**config.mk**
```make
export PLATFORM = sky130hd
export DESIGN_NAME = line_divider
export DESIGN_NICKNAME = d
export VERILOG_FILES = /design/src/rtl/line_divider.sv
export SDC_FILE = /design/constraint.sdc
export NUM_CORES = 1
export LEC_CHECK = 0
export ABC_AREA = 1
export CAP_MARGIN = 20
export CORE_MARGIN = 2
export CORE_UTILIZATION = 25
export CTS_CLUSTER_SIZE = 16
export DETAILED_ROUTE_END_ITERATION = 6
export PLACE_DENSITY = 0.57
export SLEW_MARGIN = 20
export SYNTH_ARGS = -nofsm -noshare
export SYNTH_HDL_FRONTEND = slang
export SYNTH_SLANG_ARGS = --single-unit
export TNS_END_PERCENT = 10
```
**constraint.sdc**
```tcl
create_clock -name cp -period 1.3 [get_ports cp]
set_input_delay 0.195 -clock cp [delete_from_list [all_inputs] [get_ports cp]]
set_output_delay 0.195 -clock cp [all_outputs]
set_load 0.05 [all_outputs]
```
**src/rtl/line_divider.sv**
```systemverilog
// line_divider: divides qualified lp edges modulo DIVISOR and gives q, tc, phase, count.
// Ports: cp, mr (async high), lp, en, fs -> q, tc, phase, count. Option: LINE_DIVIDER_SYNC_EN.
module line_divider #(
  parameter int DIVISOR = 50,
  parameter int HIGH_AT = 25,
  parameter int WIDTH   = 6,
  parameter int EDGE    = 0
) (
  input  logic             cp,
  input  logic             mr,
  input  logic             lp,
  input  logic             en,
  input  logic             fs,
  output logic             q,
  output logic             tc,
  output logic             phase,
  output logic [WIDTH-1:0] count
);

  localparam logic             LVL  = (EDGE != 0);
  localparam logic [WIDTH-1:0] LAST = WIDTH'(DIVISOR - 1);
  localparam logic [WIDTH-1:0] HI   = WIDTH'(HIGH_AT);

  logic lp_in;

`ifdef LINE_DIVIDER_SYNC_EN
  // lp is fully asynchronous here: two-flop synchroniser first.
  logic sy1, sy2;

  always_ff @(posedge cp or posedge mr) begin
    if (mr) begin
      sy1 <= LVL;
      sy2 <= LVL;
    end else begin
      sy1 <= lp;
      sy2 <= sy1;
    end
  end

  assign lp_in = sy2;
`else
  assign lp_in = lp;
`endif

  // History flops start at the counted level, so a static lp
  // at reset release can never look like a counted edge.
  logic smp, hist;

  always_ff @(posedge cp or posedge mr) begin
    if (mr) begin
      smp  <= LVL;
      hist <= LVL;
    end else begin
      smp  <= lp_in;
      hist <= smp;
    end
  end

  logic hit;
  assign hit = (smp == LVL) && (hist != LVL);

  logic [WIDTH-1:0] cnt_nxt;
  logic             ph_nxt;
  logic             tc_nxt;
  logic             q_nxt;

  always_comb begin
    cnt_nxt = count;
    ph_nxt  = phase;
    tc_nxt  = 1'b0;
    if (fs) begin
      // realignment wins; a coincident edge is dropped
      cnt_nxt = '0;
      ph_nxt  = 1'b0;
    end else if (hit && en) begin
      if (count == LAST) begin
        cnt_nxt = '0;
        tc_nxt  = 1'b1;
      end else begin
        cnt_nxt = count + WIDTH'(1);
      end
      ph_nxt = ~phase;
    end
    // q follows the next count so it is coherent with count
    q_nxt = (cnt_nxt >= HI);
  end

  always_ff @(posedge cp or posedge mr) begin
    if (mr) begin
      count <= '0;
      q     <= 1'b0;
      tc    <= 1'b0;
      phase <= 1'b0;
    end else begin
      count <= cnt_nxt;
      q     <= q_nxt;
      tc    <= tc_nxt;
      phase <= ph_nxt;
    end
  end

endmodule

```
==> run_1/power_grid.png <==
(10 px per µm) Pins as bars on the die edge. Tap cells in grey.
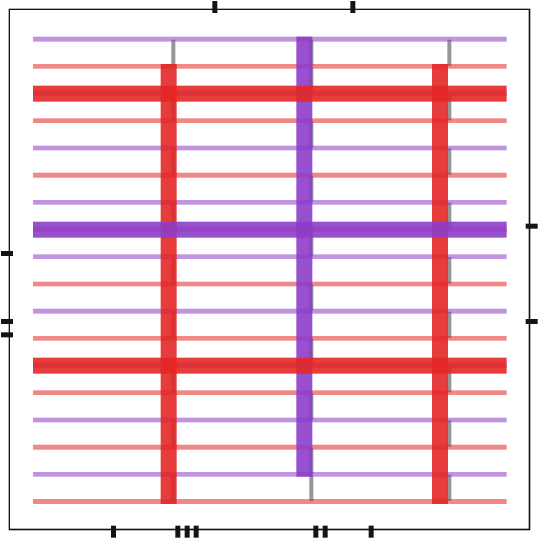
Purple is VDD. Red is VSS.
14 signal pins sit on the boundary. The core has 17 rows.
chip width: 51.9 µm
total core area: 2190 µm²
maximum resistive drop on vdd: 0.469 mV
die height: 51.9 µm

==> run_1/placement_by_type.png <==
(10 px per µm) Fill, decap, tap and diode cells in grey.
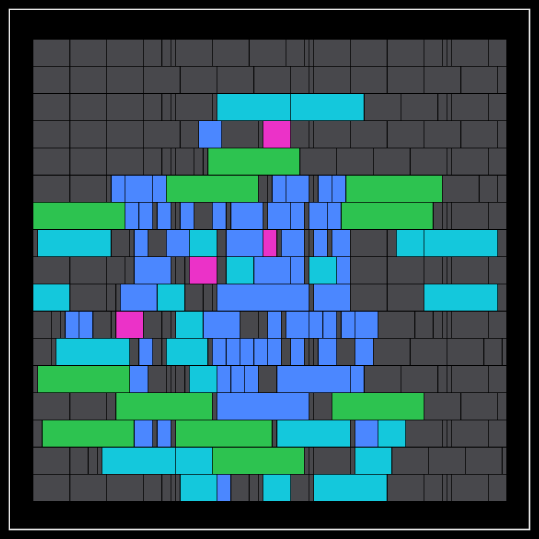
Cyan is other buffers and delay cells, cells 23. Green is flops, cells 11. Blue is combinational and other logic, cells 60. Magenta is clock drivers and dummy loads, cells 4.
Design Area, Final: 997 µm²
final core occ: 0.455
row count: 17
register share of the cell area: 0.280

==> impl_report.txt, run 1 <==
==== FLOW RESULTS ====
----------------------------------------------------
[Clocking]
  Cell at the root of the clock tree ........................ clkbuf_4
  Number of setup buffers added after CTS ........................ 1
  Clock buffers created by TritonCTS ........................ 3

[Job]
  Number of warnings the tools reported ........................ 30
  Max Cap Violations ........................ 0

[Final layout]
  Dominant kind of cell ........................ non-clock buffers
  Buffers excl. clock ........................ 23
  Layout multi-input combinational cell count ........................ 44
  Share of the final layout cell area in multi-input gates ........................ 0.299
  Area Growth Syn to Fin ........................ 74.0%
  Clock-cell share of area ........................ 0.0263
  Number of flip-flops under the largest register name ........................ 6
  Number of diodes added for antenna fixing ........................ 0
  Logic area ........................ 298 µm²
  Clk_buf instances ........................ 4

[Timing]
  Relative slew slack ........................ 0.715
  Worst clock skew ........................ 0.00444 ns
  Setup-violating endpoint count in the final report ........................ 1
  Final Hold Vio Count ........................ 0
  Setup repair after global routing missed its margin ........................ yes
  Tmin final ........................ 1.31 ns
  Pin slew with the least headroom to its limit ........................ 0.427 ns
  Worst setup margin ........................ -0.0119 ns

[Logic synthesis]
  Leading area contributor after synthesis ........................ dfrtp_1
  Commonest cells post-synth ........................ nand2_1 (17), inv_1 (16), dfrtp_1 (11)
  Biggest area contributors in the synthesized netlist ........................ dfrtp_1 (48%), nand2_1 (11%), inv_1 (10%)
  Area of the mapped netlist ........................ 573 µm²
  Post-synthesis cell count ........................ 71
  Post-Synthesis Mean Instance Area ........................ 8.07 µm²
  Total number of yosys warnings ........................ 0
  Chip area estimate from yosys synthesis ........................ 573 µm²
  Post-synth mux share ........................ 0
  Number of distinct library cells after synthesis ........................ 14

[Routing]
  Number of routed nets with antenna violations ........................ 0
  First DRT Iteration DRCs ........................ 9
  DRC violation count after routing ........................ 0
  Metal3 WL ........................ 38 µm
  Post-DR vias/cell ........................ 4.25

[Worst setup path]
  Startpoint class of the critical path ........................ register
  Cell chain of the critical path ........................ ha_4 -> nand3_2 -> nor2_2 -> nand2_2 -> nand3_2 -> nand3_2 -> nand2_1 -> nand2_1
  Critical path data arrival time ........................ 1.48 ns
  R2R Setup Slk ........................ -0.01 ns
  Required time at the endpoint of the critical path ........................ 1.47 ns
  R2r endpoint ........................ q
  Total stage count of the critical path ........................ 8
  Setup CP Type ........................ register to register
  Maximum fanout along the worst path ........................ 5

[Global route]
  Initial antenna violation count ........................ 0
  Pin count of the biggest net entering global routing ........................ 12
  Residual overflow from global routing ........................ 0

[Power and ir drop]
  Net Switching ........................ 0.000179 W
  Final Power ........................ 0.000691 W
  Internal power consumption ........................ 0.000512 W
  Flop pwr share ........................ 0.521
  Power per cell area ........................ 692 nW/µm²

[Placement]
  Final estimated routing congestion in global placement ........................ 0.788
  Count of input and output buffers ........................ 13
  Area after DPL ........................ 900 µm²

[Status]
  Status ........................ complete, but fails checks
  Violated checks ........................ setup timing

----------------------------------------------------
==> run_1/clk_routes.png <==
(8 px per µm)
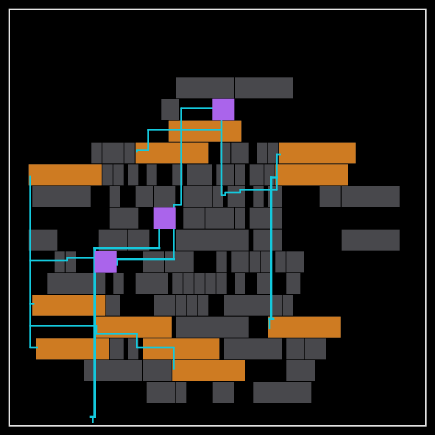
Orange is flip-flops, count 11. Cyan is clock wires, length 179 µm. Purple is clock drivers, count 3.
There are 4 routed clock nets.
worst skew pair latency: 0.27 ns
clock power share: 0.347
power in the clock group: 0.000240 W

==> run_1/wires.png <==
(10 px per µm)
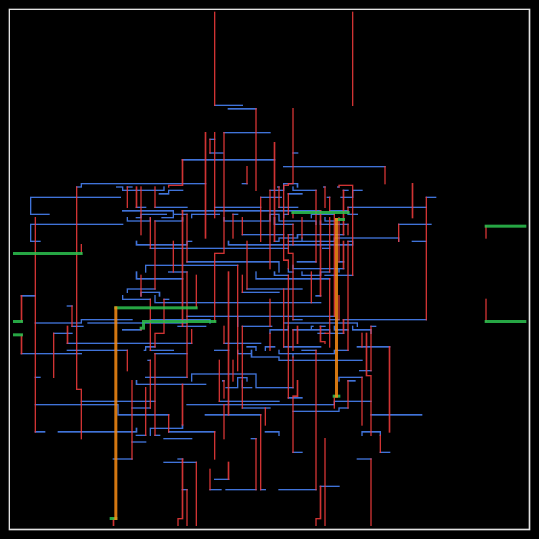
Red is metal 2, wire length 600 µm. Green is metal 3, wire length 38.5 µm. Orange is metal 4, wire length 38.8 µm. Blue is metal 1, wire length 629 µm.
total wirelength of the detailed-routed design: 1.31 mm
average wire per standard cell: 10.4 µm
global-route usage over all layers: 0.115

run 1: logic make-up after synthesis:
| group | after synthesis |
|---|---|
| AND/OR/NAND/NOR | 39 |
| XOR/XNOR | 1 |
| AND-OR/OR-AND | 2 |
| flip-flops | 11 |
| adder cells (fa/ha/maj) | 2 |
| buffers and inverters | 16 |
run 1: layout by cell type (no fill, tap or decap):
cell and n:
nand2_1 16, inv_1 13, buf_12 9, buf_4 9, dfrtp_1 8, nand3_2 6
nand3_1 4, clkdlybuf4s50_1 4, nand2_2 3, nor2_2 3, nor2_1 3, inv_2 3
clkbuf_4 3, dfrtp_2 3, nand4_1 2, ha_4 2, nor2_8 1, nand3b_1 1
xor2_1 1, o21ai_0 1, a21oi_1 1, clkbuf_1 1, buf_6 1
==> run 1 -> run 2 <==
- GPL_TIMING_DRIVEN: not set -> 0
- SETUP_SLACK_MARGIN: not set -> 0.02
==> run_2/clk_routes.png <==
(8 px per µm)
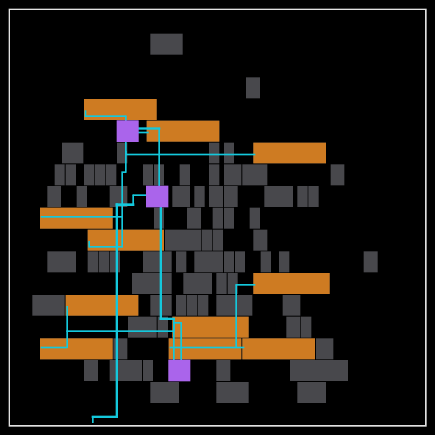
Purple is clock drivers, count 3. Orange is flip-flops, count 11. Cyan is clock wires, length 179 µm.
There are 4 routed clock nets.
worst clock skew: 0.00361 ns
power in the clock group: 0.000236 W

==> run_2/placement_by_type.png <==
(10 px per µm) Fill, decap, tap and diode cells in grey.
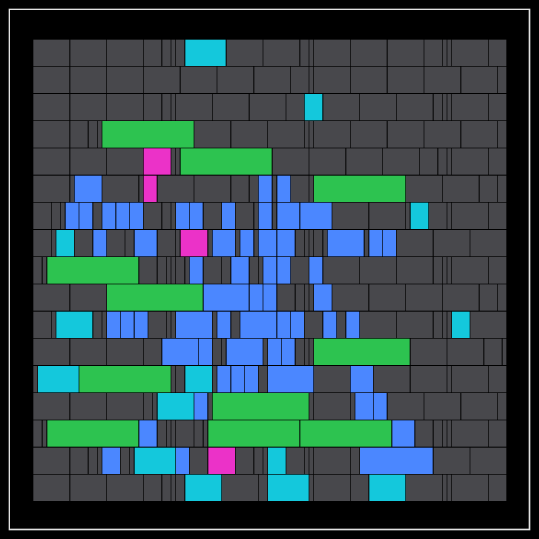
Cyan is other buffers and delay cells, cells 14. Green is flops, cells 11. Magenta is clock drivers and dummy loads, cells 4. Blue is combinational and other logic, cells 60.
register share of the cell area: 0.359
final core occ: 0.355
Design Area, Final: 778 µm²

==> run 2 against run 1 <==
Effect of this change:
- the flow still finishes with violations (setup timing)
- routed wire length decreased by 10%
- core utilization decreased by 10 points
- first-iteration DRC count unchanged
- sequential share of layout area increased by 7.9 points
- die size unchanged
- synthesized area unchanged
- critical endpoint unchanged
==> impl_report.txt, run 2 <==
==== FLOW RESULTS ====
----------------------------------------------------
[Timing]
  Setup-violating endpoint count in the final report ........................ 1 (unchanged)
  Tmin final ........................ 1.30 ns (was 1.31 ns)
  Relative slew slack ........................ 0.704 (was 0.715)
  Worst setup margin ........................ -0.00481 ns (was -0.0119 ns)
  Final Hold Vio Count ........................ 0 (unchanged)
  Pin slew with the least headroom to its limit ........................ 0.444 ns (was 0.427 ns)
  Setup repair after global routing missed its margin ........................ yes (unchanged)
  Maximum clock frequency ........................ 766 MHz (was 762 MHz)

[Routing]
  Iteration tally of the first detailed-router pass ........................ 4 (was 2)
  Post-DR vias/cell ........................ 4.26 (was 4.25)
  Average wire per standard cell ........................ 9.99 µm (was 10.4 µm)
  Total wirelength of the detailed-routed design ........................ 1.17 mm (was 1.31 mm)
  First DRT Iteration DRCs ........................ 9 (unchanged)
  DRC violation count after routing ........................ 0 (unchanged)
  Number of routed nets with antenna violations ........................ 0 (unchanged)
  Metal3 WL ........................ 42 µm (was 38 µm)

[Logic synthesis]
  Number of distinct library cells after synthesis ........................ 14 (unchanged)
  Area share, top type ........................ 0.480 (unchanged)
  Post-synth mux share ........................ 0 (unchanged)
  Leading area contributor after synthesis ........................ dfrtp_1 (unchanged)
  Commonest cells post-synth ........................ nand2_1 (17), inv_1 (16), dfrtp_1 (11) (unchanged)
  Post-synthesis cell count ........................ 71 (unchanged)
  Simple-Gate Fraction of Synth Area ........................ 0.338 (unchanged)
  Top flip-flop cell by instance count after synthesis ........................ dfrtp_1 (unchanged)
  EDFF count, synth ........................ 0 (unchanged)
  Sequential share of the synthesized area ........................ 0.480 (unchanged)
  Area of the mapped netlist ........................ 573 µm² (unchanged)
  Biggest area contributors in the synthesized netlist ........................ dfrtp_1 (48%), nand2_1 (11%), inv_1 (10%) (unchanged)
  Post-Synthesis Mean Instance Area ........................ 8.07 µm² (unchanged)
  Chip area estimate from yosys synthesis ........................ 573 µm² (unchanged)
  Total number of yosys warnings ........................ 0 (unchanged)

[Power and ir drop]
  Flop pwr share ........................ 0.540 (was 0.521)
  Leakage power ........................ 0.434 nW (was 0.506 nW)
  Sequential power ........................ 0.000357 W (was 0.000360 W)
  Power per cell area ........................ 849 nW/µm² (was 692 nW/µm²)
  Clock power share ........................ 0.358 (was 0.347)
  Comb pwr share ........................ 0.102 (was 0.132)
  Internal power consumption ........................ 0.000492 W (was 0.000512 W)
  Maximum resistive drop on vdd ........................ 0.454 mV (was 0.469 mV)
  Net Switching ........................ 0.000169 W (was 0.000179 W)
  Fraction of power spent switching nets ........................ 0.255 (was 0.259)

[Global route]
  Residual overflow from global routing ........................ 0 (unchanged)
  Met1 Resource Use GR ........................ 0.126 (was 0.147)
  Fraction of met2 tracks used by global routing ........................ 0.137 (was 0.150)
  Met3 Track Usage GR ........................ 0.0144 (was 0.0374)
  Global-route usage over all layers ........................ 0.0996 (was 0.115)
  Pin count of the biggest net entering global routing ........................ 12 (unchanged)
  Initial antenna violation count ........................ 0 (unchanged)
  Via count of the first global-routing pass ........................ 420 (was 505)

[Final layout]
  Share of the final layout cell area in multi-input gates ........................ 0.334 (was 0.299)
  Area Growth Syn to Fin ........................ 35.8% (was 74.0%)
  Non-clock inverter count ........................ 16 (unchanged)
  Buffers excl. clock ........................ 14 (was 23)
  Fin nets ........................ 97 (was 106)
  Dominant kind of cell ........................ flip-flops and latches (was non-clock buffers)
  Layout multi-input combinational cell count ........................ 44 (unchanged)
  Top cells excl fill/tap ........................ nand2_1 (16), inv_1 (15), dfrtp_1 (8) (was nand2_1 (16), inv_1 (13), buf_12 (9), buf_4 (9), dfrtp_1 (8))
  Logic area ........................ 260 µm² (was 298 µm²)
  Number of flip-flops under the largest register name ........................ 6 (unchanged)
  Clk_buf instances ........................ 4 (unchanged)
  Number of diodes added for antenna fixing ........................ 0 (unchanged)
  Leading cell type in the layout, fill and taps excluded ........................ nand2_1 (unchanged)
  Clock-cell share of area ........................ 0.0338 (was 0.0263)

[Floorplan]
  Chip width ........................ 51.9 µm (unchanged)
  Row count ........................ 17 (unchanged)
  Total core area ........................ 2190 µm² (unchanged)
  Die height ........................ 51.9 µm (unchanged)
  I/O Pins ........................ 14 (unchanged)

[Status]
  Status ........................ complete, but fails checks (unchanged)
  Violated checks ........................ setup timing (unchanged)

[Worst setup path]
  R2r endpoint ........................ q (unchanged)
  Required time at the endpoint of the critical path ........................ 1.47 ns (about the same)
  Maximum fanout along the worst path ........................ 5 (unchanged)
  Setup CP Type ........................ register to register (unchanged)
  Critical path data arrival time ........................ 1.47 ns (was 1.48 ns)
  Cell chain of the critical path ........................ inv_2 -> ha_1 -> nand3_1 -> nor2_1 -> nand2_2 -> nand2_2 -> inv_1 -> nand3b_1 -> nand2_1 (was ha_4 -> nand3_2 -> nor2_2 -> nand2_2 -> nand3_2 -> nand3_2 -> nand2_1 -> nand2_1)
  R2R Setup Slk ........................ -0.005 ns (was -0.01 ns)
  Startpoint class of the critical path ........................ register (unchanged)

[Job]
  Max Cap Violations ........................ 0 (unchanged)
  Number of warnings the tools reported ........................ 30 (unchanged)

[Clocking]
  Number of setup buffers added after CTS ........................ 0 (was 1)
  Clock buffers created by TritonCTS ........................ 3 (unchanged)
  Cell at the root of the clock tree ........................ clkbuf_4 (unchanged)
  Worst skew pair latency ........................ 0.27 ns (about the same)
  Htree depth ........................ 1 (unchanged)
  Number of buffers inserted by hold repair at cts ........................ 0 (unchanged)
  Maximum buffer depth of the clock tree ........................ 2 (unchanged)

[Placement]
  Area after DPL ........................ 742 µm² (was 900 µm²)
  Final estimated routing congestion in global placement ........................ 0.768 (was 0.788)
  Count of input and output buffers ........................ 13 (unchanged)

----------------------------------------------------
==> run 2: cell counts after synthesis <==
Identical to the previous run, type by type.
==> run 2: critical path: cells and delay by family (launching register included) <==
family | cells | cell delay, ns
flops | 1 | 0.44
simple gates | 6 | 0.55
buf+inv | 2 | 0.09
fa+ha+maj | 1 | 0.12
==> run 2: metrics by stage <==
stage | setup slack (ns) | cells | hold slack, ns | util | power [W]
4_1_cts | -0.0663 | 116 | 0.235 | 0.352 | 0.000671
5_1_grt | -0.123 | 117 | 0.249 | 0.355 | 0.000694
6_report | -0.00481 | 117 | 0.224 | 0.355 | 0.000660
3_5_place_dp | -0.261 | 112 | 0.450 | 0.339 | 0.000431
3_3_place_gp | -0.259 | 112 | 0.449 | 0.339 | 0.000430
2_1_floorplan | -0.0558 | 71 | 0.0472 | - | 0.000402
==> run 2 -> run 3 <==
- CORE_MARGIN: 2 -> not set
- clock period: 1.3 -> 1.4 ns (I/O delays scaled with it)
==> run_3/congestion.png <==
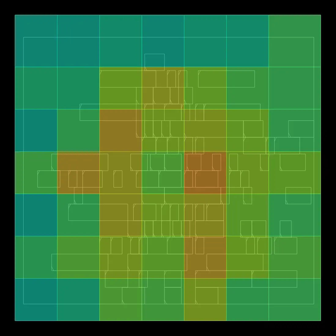
met1 Resource Use GR: 0.149
final core occ: 0.410
global-route usage over all layers: 0.106
Top Usage Layer GRT: met1
met3 Track Usage GR: 0.0154

==> run_3/placement_by_type.png <==
(10 px per µm) Fill, decap, tap and diode cells in grey.
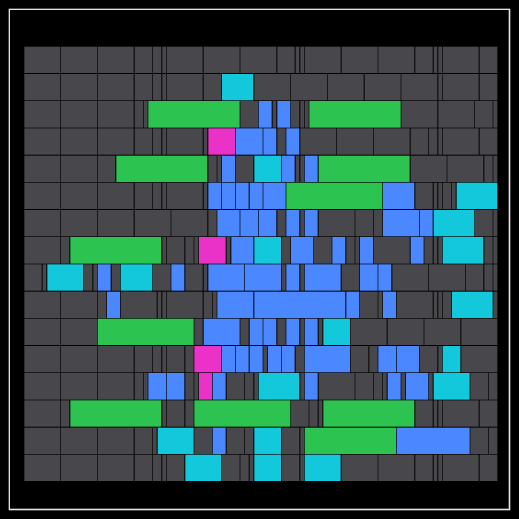
Blue is combinational and other logic, cells 60. Magenta is clock drivers and dummy loads, cells 4. Cyan is other buffers and delay cells, cells 18. Green is flops, cells 11.
Design Area, Final: 846 µm²
row count: 16
register share of the cell area: 0.330
total core area: 2060 µm²

==> run 3 against run 2 <==
Effect of this change:
- the run now ends clean
- core utilization is 5.5 points higher
- routed wire length grew 3.3%
- worst setup slack better by 0.078 ns
==> impl_report.txt, run 3 <==
==== FLOW RESULTS ====
----------------------------------------------------
[Worst setup path]
  Critical path data arrival time ........................ 1.12 ns (was 1.47 ns)
  Required time at the endpoint of the critical path ........................ 1.19 ns (was 1.47 ns)
  Cell chain of the critical path ........................ clkdlybuf4s15_1 (was inv_2 -> ha_1 -> nand3_1 -> nor2_1 -> nand2_2 -> nand2_2 -> inv_1 -> nand3b_1 -> nand2_1)

[Logic synthesis]
  Post-synthesis cell count ........................ 71 (unchanged)
  Area of the mapped netlist ........................ 573 µm² (unchanged)
  Simple-Gate Fraction of Synth Area ........................ 0.338 (unchanged)
  Sequential share of the synthesized area ........................ 0.480 (unchanged)
  Biggest area contributors in the synthesized netlist ........................ dfrtp_1 (48%), nand2_1 (11%), inv_1 (10%) (unchanged)
  Number of distinct library cells after synthesis ........................ 14 (unchanged)
  Area share, top type ........................ 0.480 (unchanged)
  Post-Synthesis Mean Instance Area ........................ 8.07 µm² (unchanged)
  Total number of yosys warnings ........................ 0 (unchanged)
  Chip area estimate from yosys synthesis ........................ 573 µm² (unchanged)
  Top flip-flop cell by instance count after synthesis ........................ dfrtp_1 (unchanged)

[Final layout]
  Top cells excl fill/tap ........................ nand2_1 (16), inv_1 (15), dfrtp_1 (8) (unchanged)
  Area Growth Syn to Fin ........................ 47.6% (was 35.8%)
  Fin nets ........................ 101 (was 97)

[Clocking]
  Maximum buffer depth of the clock tree ........................ 2 (unchanged)
  Clock buffers created by TritonCTS ........................ 3 (unchanged)
  Number of setup buffers added after CTS ........................ 0 (unchanged)
  Worst skew pair latency ........................ 0.26 ns (was 0.27 ns)
  Htree depth ........................ 1 (unchanged)
  Cell at the root of the clock tree ........................ clkbuf_4 (unchanged)
  Number of buffers inserted by hold repair at cts ........................ 0 (unchanged)

[Global route]
  Pin count of the biggest net entering global routing ........................ 12 (unchanged)
  Via count of the first global-routing pass ........................ 441 (was 420)
  Residual overflow from global routing ........................ 0 (unchanged)
  Fraction of met2 tracks used by global routing ........................ 0.140 (was 0.137)

[Placement]
  Count of input and output buffers ........................ 13 (unchanged)
  Final estimated routing congestion in global placement ........................ 0.767 (was 0.768)
  Number of placed instances, taps included ........................ 111 (was 112)
  Area after DPL ........................ 741 µm² (was 742 µm²)

[Routing]
  Average wire per standard cell ........................ 10.1 µm (was 9.99 µm)
  Total wirelength of the detailed-routed design ........................ 1.21 mm (was 1.17 mm)
  Post-DR vias/cell ........................ 4.22 (was 4.26)
  Iteration tally of the first detailed-router pass ........................ 2 (was 4)
  Metal3 WL ........................ 36 µm (was 42 µm)
  First DRT Iteration DRCs ........................ 9 (unchanged)
  Number of routed nets with antenna violations ........................ 0 (unchanged)
  DRC violation count after routing ........................ 0 (unchanged)

[Power and ir drop]
  Internal power consumption ........................ 0.000460 W (was 0.000492 W)
  Power per cell area ........................ 720 nW/µm² (was 849 nW/µm²)
  Net Switching ........................ 0.000149 W (was 0.000169 W)
  Leakage power ........................ 0.457 nW (was 0.434 nW)
  Flop pwr share ........................ 0.545 (was 0.540)
  Power in the clock group ........................ 0.000210 W (was 0.000236 W)
  Maximum resistive drop on vdd ........................ 0.333 mV (was 0.454 mV)
  Clock power share ........................ 0.345 (was 0.358)
  Sequential power ........................ 0.000332 W (was 0.000357 W)
  Fraction of power spent switching nets ........................ 0.245 (was 0.255)
  Comb pwr share ........................ 0.110 (was 0.102)
  Final Power ........................ 0.000609 W (was 0.000660 W)

[Timing]
  Worst clock skew ........................ 0.00163 ns (was 0.00361 ns)
  Tmin final ........................ 1.33 ns
  Maximum clock frequency ........................ 754 MHz
  Pin slew with the least headroom to its limit ........................ 0.494 ns (was 0.444 ns)
  Worst setup margin ........................ 0.0729 ns (was -0.00481 ns)
  Setup-violating endpoint count in the final report ........................ 0 (was 1)
  Setup repair after global routing missed its margin ........................ yes (unchanged)
  Final Hold Vio Count ........................ 0 (unchanged)

[Job]
  Number of warnings the tools reported ........................ 28 (was 30)
  Max Cap Violations ........................ 0 (unchanged)

[Status]
  Status ........................ completed (was complete, but fails checks)

[Floorplan]
  Die height ........................ 49.9 µm (was 51.9 µm)
  I/O Pins ........................ 14 (unchanged)

----------------------------------------------------
-- run 3: cell counts after synthesis --
No cell type changed its count.
-- run 3: cell type report --
type / count / area, µm² / share of cell area
Clock buffer: 4 / 26.3 / 0.0311
Tap cell: 27 / 33.8 / 0.0399
Sequential cell: 11 / 279 / 0.330
Multi-Input combinational cell: 44 / 280 / 0.331
Inverter: 16 / 60.1 / 0.0710
Timing Repair Buffer: 18 / 166 / 0.197
-- run 3: worst paths after layout --
| path | slack, ns | to | startpoint | cells after the start |
|---|---|---|---|---|
| hold reg to reg | 0.47 | phase | phase | 1 |
| setup / recovery | 0.07 | phase | phase | 1 |
| hold / removal | 0.23 | tc | mr | 2 |
| min in group cp | 0.39 | smp | lp | 1 |
| setup reg to reg | 0.07 | q | count[1] | 9 |
| max in group asynchronous | 0.85 | count[1] | mr | 2 |
Power is estimated from default activity; no workload was simulated.
